File: src/rtl/scan_flush_scheduler.sv
`default_nettype none
// ============================================================================
// Module   : scan_flush_scheduler
// Purpose  : Arbitrates the shared flush downlink between two scanners,
//            sequences flush pulse / wait / drain / release, relays the
//            standby and start-scan handoff, and guards against a scanner
//            that never enters the flushing state.
// Revision : 1.0 - initial release
// ============================================================================
module scan_flush_scheduler #(
  parameter int FLUSH_TO = 16,
  parameter int CNT_W    = 8
) (
  input  logic             clk,
  input  logic             reset,
  input  logic [2:0]       state0,
  input  logic [2:0]       state1,
  input  logic [1:0]       rdy_flush,
  input  logic [1:0]       start_scan_out,
  input  logic [1:0]       goto_stby_out,
  input  logic             link_ready,
  output logic [1:0]       flush,
  output logic [1:0]       start_scan_in,
  output logic [1:0]       goto_stby_in,
  output logic [1:0]       grant,
  output logic             link_active,
  output logic [CNT_W-1:0] flush_count,
  output logic             err_timeout
);

  localparam logic [2:0] ST_LOW_PWR  = 3'b000;
  localparam logic [2:0] ST_STBY     = 3'b001;
  localparam logic [2:0] ST_SCANNING = 3'b010;
  localparam logic [2:0] ST_IDLE     = 3'b011;
  localparam logic [2:0] ST_FLUSHING = 3'b100;

  localparam logic [7:0]       TO_LAST = 8'(FLUSH_TO - 1);
  localparam logic [CNT_W-1:0] CNT_ONE = {{(CNT_W-1){1'b0}}, 1'b1};

  typedef enum logic [1:0] {
    ARB_IDLE  = 2'd0,
    ARB_ISSUE = 2'd1,
    ARB_WAIT  = 2'd2,
    ARB_DRAIN = 2'd3
  } arb_state_t;

  arb_state_t r_arb_state;
  logic       r_winner;      // scanner currently holding the channel
  logic       r_last_grant;  // scanner served most recently (tie-break)
  logic [7:0] r_to_cnt;

  logic [1:0] w_full_req;
  logic [1:0] w_soft_req;
  logic [1:0] w_class;
  logic       w_pick;
  logic [2:0] w_owner_state;

  // Request classification, priority pick and owner state lookup
  always_comb begin
    w_full_req[0] = (state0 == ST_IDLE);
    w_full_req[1] = (state1 == ST_IDLE);
    w_soft_req[0] = (state0 == ST_SCANNING) & rdy_flush[0];
    w_soft_req[1] = (state1 == ST_SCANNING) & rdy_flush[1];
    // Full requests shadow soft ones; within a class alternate on ties
    w_class       = (|w_full_req) ? w_full_req : w_soft_req;
    w_pick        = (w_class == 2'b11) ? ~r_last_grant : w_class[1];
    w_owner_state = r_winner ? state1 : state0;
  end

  // Arbiter: grant, one-cycle pulse, wait for flushing with timeout, drain
  always_ff @(posedge clk) begin
    if (reset) begin
      r_arb_state  <= ARB_IDLE;
      r_winner     <= 1'b0;
      r_last_grant <= 1'b1;
      r_to_cnt     <= 8'd0;
      flush        <= 2'b00;
      grant        <= 2'b00;
      link_active  <= 1'b0;
      flush_count  <= '0;
      err_timeout  <= 1'b0;
    end else begin
      case (r_arb_state)
        ARB_IDLE: begin
          flush <= 2'b00;
          if (link_ready && |w_class) begin
            r_winner    <= w_pick;
            grant       <= w_pick ? 2'b10 : 2'b01;
            flush       <= w_pick ? 2'b10 : 2'b01;
            r_arb_state <= ARB_ISSUE;
          end
        end
        ARB_ISSUE: begin
          // Pulse lasts exactly this cycle, regardless of the request now
          flush       <= 2'b00;
          r_to_cnt    <= 8'd0;
          r_arb_state <= ARB_WAIT;
        end
        ARB_WAIT: begin
          if (w_owner_state == ST_FLUSHING) begin
            link_active <= 1'b1;
            r_arb_state <= ARB_DRAIN;
          end else if (r_to_cnt == TO_LAST) begin
            err_timeout  <= 1'b1;
            r_last_grant <= r_winner;
            grant        <= 2'b00;
            r_arb_state  <= ARB_IDLE;
          end else begin
            r_to_cnt <= r_to_cnt + 8'd1;
          end
        end
        ARB_DRAIN: begin
          // Leaving flushing for any state completes the session
          if (w_owner_state != ST_FLUSHING) begin
            flush_count  <= flush_count + CNT_ONE;
            r_last_grant <= r_winner;
            grant        <= 2'b00;
            link_active  <= 1'b0;
            r_arb_state  <= ARB_IDLE;
          end
        end
        default: begin
          flush       <= 2'b00;
          grant       <= 2'b00;
          link_active <= 1'b0;
          r_arb_state <= ARB_IDLE;
        end
      endcase
    end
  end

  // Peer handoff relay, one-cycle latency, independent of the arbiter
  always_ff @(posedge clk) begin
    if (reset) begin
      goto_stby_in  <= 2'b00;
      start_scan_in <= 2'b00;
    end else begin
      goto_stby_in[0]  <= (state0 == ST_LOW_PWR) & goto_stby_out[1];
      goto_stby_in[1]  <= (state1 == ST_LOW_PWR) & goto_stby_out[0];
      start_scan_in[0] <= (state0 == ST_STBY) & start_scan_out[1];
      start_scan_in[1] <= (state1 == ST_STBY) & start_scan_out[0];
    end
  end

endmodule
`default_nettype wire

File: config.mk
export PLATFORM = sky130hd
export DESIGN_NAME = scan_flush_scheduler
export DESIGN_NICKNAME = d
export VERILOG_FILES = /design/src/rtl/scan_flush_scheduler.sv
export SDC_FILE = /design/constraint.sdc
export NUM_CORES = 1
export LEC_CHECK = 0
export CAP_MARGIN = 15
export CORE_AREA = 5 5 84 63
export CTS_BUF_LIST = sky130_fd_sc_hd__clkbuf_16
export DETAILED_ROUTE_END_ITERATION = 16
export DIE_AREA = 0 0 89 68
export GPL_TIMING_DRIVEN = 0
export HOLD_SLACK_MARGIN = 0.15
export PLACE_DENSITY_LB_ADDON = 0.3
export RECOVER_POWER = 25
export SYNTH_ARGS = -nofsm -noshare
export SYNTH_HDL_FRONTEND = slang
export SYNTH_SLANG_ARGS = --single-unit
File: constraint.sdc
create_clock -name clk -period 1.6 [get_ports clk]
set_input_delay 0.4 -clock clk [delete_from_list [all_inputs] [get_ports clk]]
set_output_delay 0.4 -clock clk [all_outputs]
set_load 0.1 [all_outputs]
Run 1, cells coloured by class:
Bar = 20 microns. Fill, decap, tap and diode cells in grey.
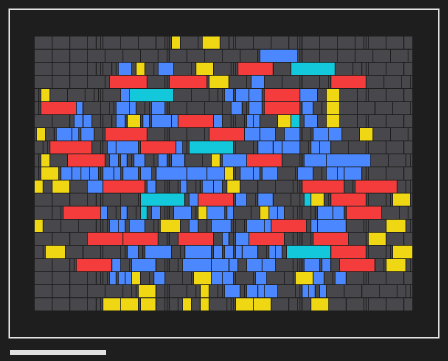
[cyan] clock drivers and dummy loads | cells: 8 | share of their area: 6.7%
[red] flops | cells: 30 | share of their area: 31%
[yellow] other buffers and delay cells | cells: 44 | share of their area: 17%
[blue] combinational and other logic | cells: 131 | share of their area: 45%
num rows: 21
final core area utilization: 47.0%
floorplan core area: 4490 sq um

Run 1, track usage over the die:
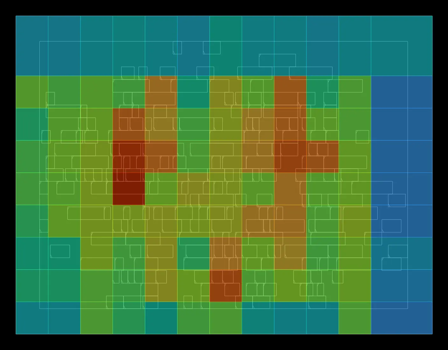
GR Util All Layers: 13.5%
Wirelength per Cell: 13.8 microns
met1 usage: 18.8%

Run 1, placement density heat map:
9 x 7 tiles, from white (low) to dark blue (high), 0 to 100% covered.
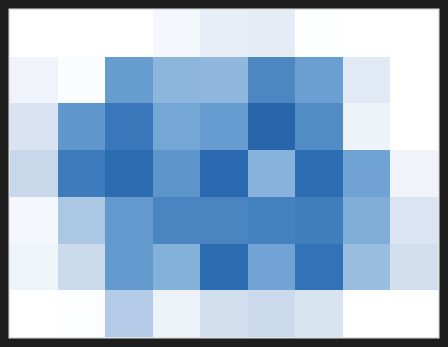
fullest tile: 79%
mean over tiles: 34%
tiles over 75% full: 7.9%
densest ninth of the die: centre
emptiest ninth of the die: upper right
nearly empty tiles: 19%

Run 1, the metal 1 layer:
Supply wires on this layer in grey.
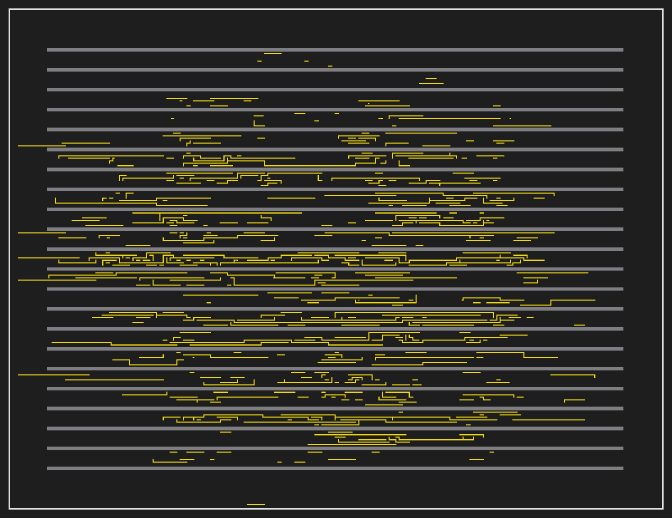
share of all routed wire: 51%
longest straight run: 23.0 microns
wire length on this layer: 1910 microns

==> results.tsv, run 1 <==
stage	metric	value	unit
setup_path	crit_family	buffers and inverters	
synth	yosysTopAreaCell	dfxtp_1	
setup_path	cpMaxStageDelayCell	clkdlybuf4s18_2	
synth	mux_area_share	1.35	%
sta	setup_viol	0	
global_routing	grt_util_met2	19.4	%
floorplanning	die-area	6050	sq um
pwr	leakage	0.753	nW
setup_path	cp_max_fo	4	
clock_network	clock-sinks	30	
synth	synthAdderAreaFrac	1.69	%
synth	top_cell_area_share	40.6	%
status	outcome	finished clean	
place	gp_congestion	0.845	
detailed_routing	vias_per_cell	5.16	
final_layout	syn_to_final_growth	43.0	%
synth	ys_cells	168	
detailed_routing	dr.pass1.iters	4	
final_layout	final_layout_top_logic_cells	dfxtp_1 (21), nand2_1 (15), nor2_1 (12)	
pwr	power.share.clock	46.4	%
synth	ys_top_cells_by_area	dfxtp_1 (41%), a21oi_1 (4.1%), nand2_1 (3.8%)	
sta	final_max_slew_viol_count	0	
detailed_routing	wl_met3	132	microns
detailed_routing	wirelength	3.72	mm
clock_network	cts_tree	done	
sta	fmaxAchievable	636	MHz
sta	tightest_slew	0.552	ns
clock_network	insertion_delay	0.27	ns
global_routing	top_usage_layer	met2	
final_layout	final_nets	229	
synth	top_cells_by_count	dfxtp_1 (30), nand2_1 (15), a21oi_1 (12), nor2_1 (12), nand3_1 (9)	
pwr	comb_power_share	12.7	%
detailed_routing	met2_wirelength	1.60	mm
final_layout	drive_gt1_share	34.3	%
pwr	switching_share	25.0	%
floorplanning	die_h	68	microns
synth	synth_cells	168	
setup_path	crit_type	flip-flop to primary output	
clock_network	numCtsBuffers	5	
[run 1: timing repair]
item | in CTS | in global routing
buffers inserted | 1 | 5
endpoints found under the hold margin | 0 | 0
resized | 80 | 48
endpoints found under the setup margin | 48 | 34
pin swaps | 2 | 8
hold buffers | 0 | 0
[run 1: final timing paths]
check                                    start              end  depth (start not counted)
worst min register to register     err_timeout      err_timeout                          2
worst max-delay path            flush_count[3]   flush_count[3]                          1
worst min-delay path                 state1[2]  goto_stby_in[1]                          2
worst max register to register     r_to_cnt[0]      r_to_cnt[0]                          6
[run 1: registers in the layout (all words and copies together) (netlist names)]
signal	count
flush_count	8
r_to_cnt	8
flush	2
goto_stby_in	2
grant	2
r_arb_state	2
start_scan_in	2
err_timeout	1
link_active	1
r_last_grant	1
r_winner	1
[run 1: cell type report]
class	instances	area (sq um)	share of cell area, %
Inverter	4	15.0	0.710
Tap cell	57	71.3	3.37
Buffer	6	35.0	1.66
Multi-Input combinational cell	127	913	43.2
Timing Repair Buffer	38	317	15.0
Clock buffer	5	125	5.92
Sequential cell	30	624	29.5
Clock inverter	3	12.5	0.592
[run 1: stage by stage]
step	total power, mW	setup TNS (ns)	instance area (sq um)	worst slack (ns)
floorplan	0.924	-0.00193	1490	-0.00193
global placement	1.01	-19.83	1890	-0.627
detailed placement	1.01	-19.70	1890	-0.631
CTS	1.89	0	2100	0.00108
global route	1.96	-0.0429	2110	-0.0126
finish	1.87	0	2110	0.0275
[run 1: power groups by stage]
stage | clock [mW] | combinational, mW | sequential, mW
floorplan | 0 | 0.0877 | 0.836
global placement | 0 | 0.226 | 0.781
detailed placement | 0 | 0.226 | 0.781
CTS | 0.894 | 0.226 | 0.768
global route | 0.938 | 0.255 | 0.766
finish | 0.869 | 0.237 | 0.765
==> run 2: changes to the inputs <==
--- a/config.mk
+++ b/config.mk
@@ -8,6 +8,7 @@
 export CAP_MARGIN = 15
 export CORE_AREA = 5 5 84 63
 export CTS_BUF_LIST = sky130_fd_sc_hd__clkbuf_16
+export CTS_CLUSTER_DIAMETER = 120
 export DETAILED_ROUTE_END_ITERATION = 16
 export DIE_AREA = 0 0 89 68
 export GPL_TIMING_DRIVEN = 0
==> constraint.sdc (replaced) <==
create_clock -name clk -period 1.7 [get_ports clk]
set_input_delay 0.425 -clock clk [delete_from_list [all_inputs] [get_ports clk]]
set_output_delay 0.425 -clock clk [all_outputs]
set_load 0.1 [all_outputs]
==> run 2 against run 1 <==
Compared with the run above: register-to-register slack worse by 0.02 ns; critical endpoint is now r_to_cnt[1]; largest cell class unchanged; sequential power is 5.1% lower; die size did not move; synthesized cell count did not move; combinational power down 11%; clock skew decreased by 0.0019 ns; non-clock buffer count down 2; cell area up 0.89%; sequential share of layout area decreased by 0.91 points; first-iteration DRC count is 1.9% higher.
==> results.tsv, run 2 <==
stage	metric	value	unit
hold_path	whs_path_depth	2	
detailed_routing	vias_per_cell	5.09	
setup_path	r2r_start	r_to_cnt[0]	
clock_network	hold_buffers	0	
hold_path	worstHoldEndpoint	start_scan_in[1]	
place	placed_area	1880	sq um
sta	fmaxAchievable	602	MHz
global_routing	grt_util_met2	19.1	%
synth	ys_top_cells_by_area	dfxtp_1 (41%), a21oi_1 (4.1%), nand2_1 (3.8%)	
hold_path	min_from	state1[2]	
final_layout	final_layout_top_logic_cells	dfxtp_1 (22), clkdlybuf4s15_2 (18), nand2_1 (15)	
synth	yosysTopAreaCell	dfxtp_1	
detailed_routing	wl_met3	172	microns
setup_path	worstRegToRegCells	5	
pwr	power	1.95	mW
sta	final_max_slew_viol_count	0	
pwr	leakage	0.723	nW
final_layout	syn_to_final_growth	44.3	%
synth	ys_cells	168	
place	pre_cts_slack	-0.567	ns
floorplanning	core-area	4490	sq um
synth	top_cells_by_count	dfxtp_1 (30), nand2_1 (15), a21oi_1 (12), nor2_1 (12), nand3_1 (9)	
final_layout	drive_gt1_share	29.4	%
global_routing	met1_usage	18.8	%
status	outcome	finished clean	
clock_network	cts_tree	done	
place	gp_congestion	0.824	
floorplanning	die-area	6050	sq um
detailed_routing	dr.pass1.iters	4	
setup_path	cp_max_fo	6	
final_layout	final_area	2130	sq um
detailed_routing	wirelength	3.67	mm
floorplanning	die_h	68	microns
sta	worst_slack	0.0400	ns
sta	setup_viol	0	
clock_network	numCtsBuffers	5	
setup_path	worstReg2RegEnd	r_to_cnt[1]	
synth	top_cell_area_share	40.6	%
final_layout	final_nets	227	
detailed_routing	wl_met1	1.90	mm
detailed_routing	met2_wirelength	1.52	mm
run 2: cell counts after synthesis:
No cell type changed its count.
run 2: report_power, final:
group / switching (mW) / internal (mW)
sequential: 0.00962 / 0.717
clock: 0.327 / 0.689
combinational: 0.133 / 0.0784
run 2: cell families (layout without fill, tap and decap cells):
logic type	count (synthesis)	after routing	share of synthesized area [%]
fa+ha+maj	2	2	1.69
flops	30	30	40.6
simple gates	80	80	32.1
buf+inv	11	54	3.64
compound gates	40	40	18.8
xor+xnor	3	3	1.78
mux	2	2	1.35
run 2: timing repair:
action / 4_1_cts / 5_1_grt
pin swaps: 1 / 3
gates resized: 66 / 19
endpoints found under the hold margin: 0 / 0
setup buffers: 0 / 3
endpoints found under the setup margin: 46 / 24
run 2: area by class of cell:
type / count / area (sq um) / area share [%]
tap: 57 / 71.3 / 3.35
clock buffer: 5 / 125 / 5.87
buffer: 7 / 42.5 / 2.00
sequential: 30 / 611 / 28.6
multi-input combinational: 127 / 876 / 41.1
inverter: 4 / 15.0 / 0.704
clock inverter: 3 / 45.0 / 2.11
timing repair buffer: 35 / 347 / 16.3
run 2: how the worst max path moves through the flow:
stage	slack, ns	from	endpoint
after floorplan	0.08	flush_count[2]	flush_count[6]
after CTS	0.0002	state0[0]	r_to_cnt[1]
after global placement	-0.56	state0[0]	r_to_cnt[1]
final	0.04	r_to_cnt[0]	r_to_cnt[1]
after global routing	-0.04	r_to_cnt[0]	r_to_cnt[1]
after detailed placement	-0.57	state0[0]	r_to_cnt[0]
run 2: critical path, stage by stage, from the launching register on:
cell and delay (ns):
dfxtp_2 0.38, ha_4 0.16, nand4b_1 0.17, nor4_4 0.42, nand2b_4 0.26, mux2i_1 0.19
Run 2, placement density heat map:
9 x 7 tiles, from white (low) to dark blue (high), 0 to 100% covered.
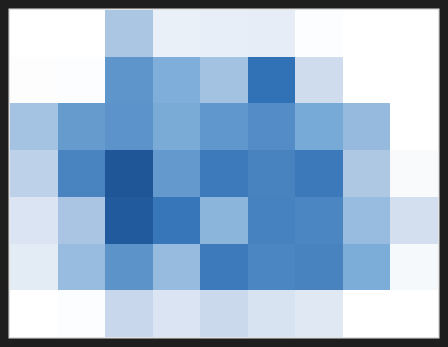
final core area utilization: 47.5%
Init Core Util: 32.9%

Run 2, track usage over the die:
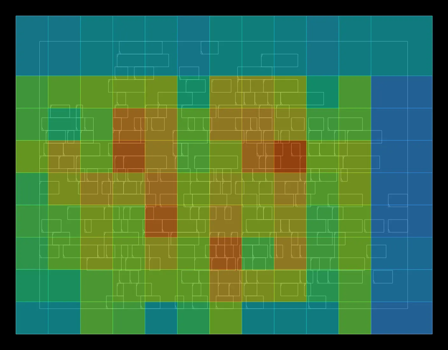
gr busiest metal: met2
GR Util All Layers: 13.5%

Power figures rest on the tool's default switching activity, not on a simulated workload.
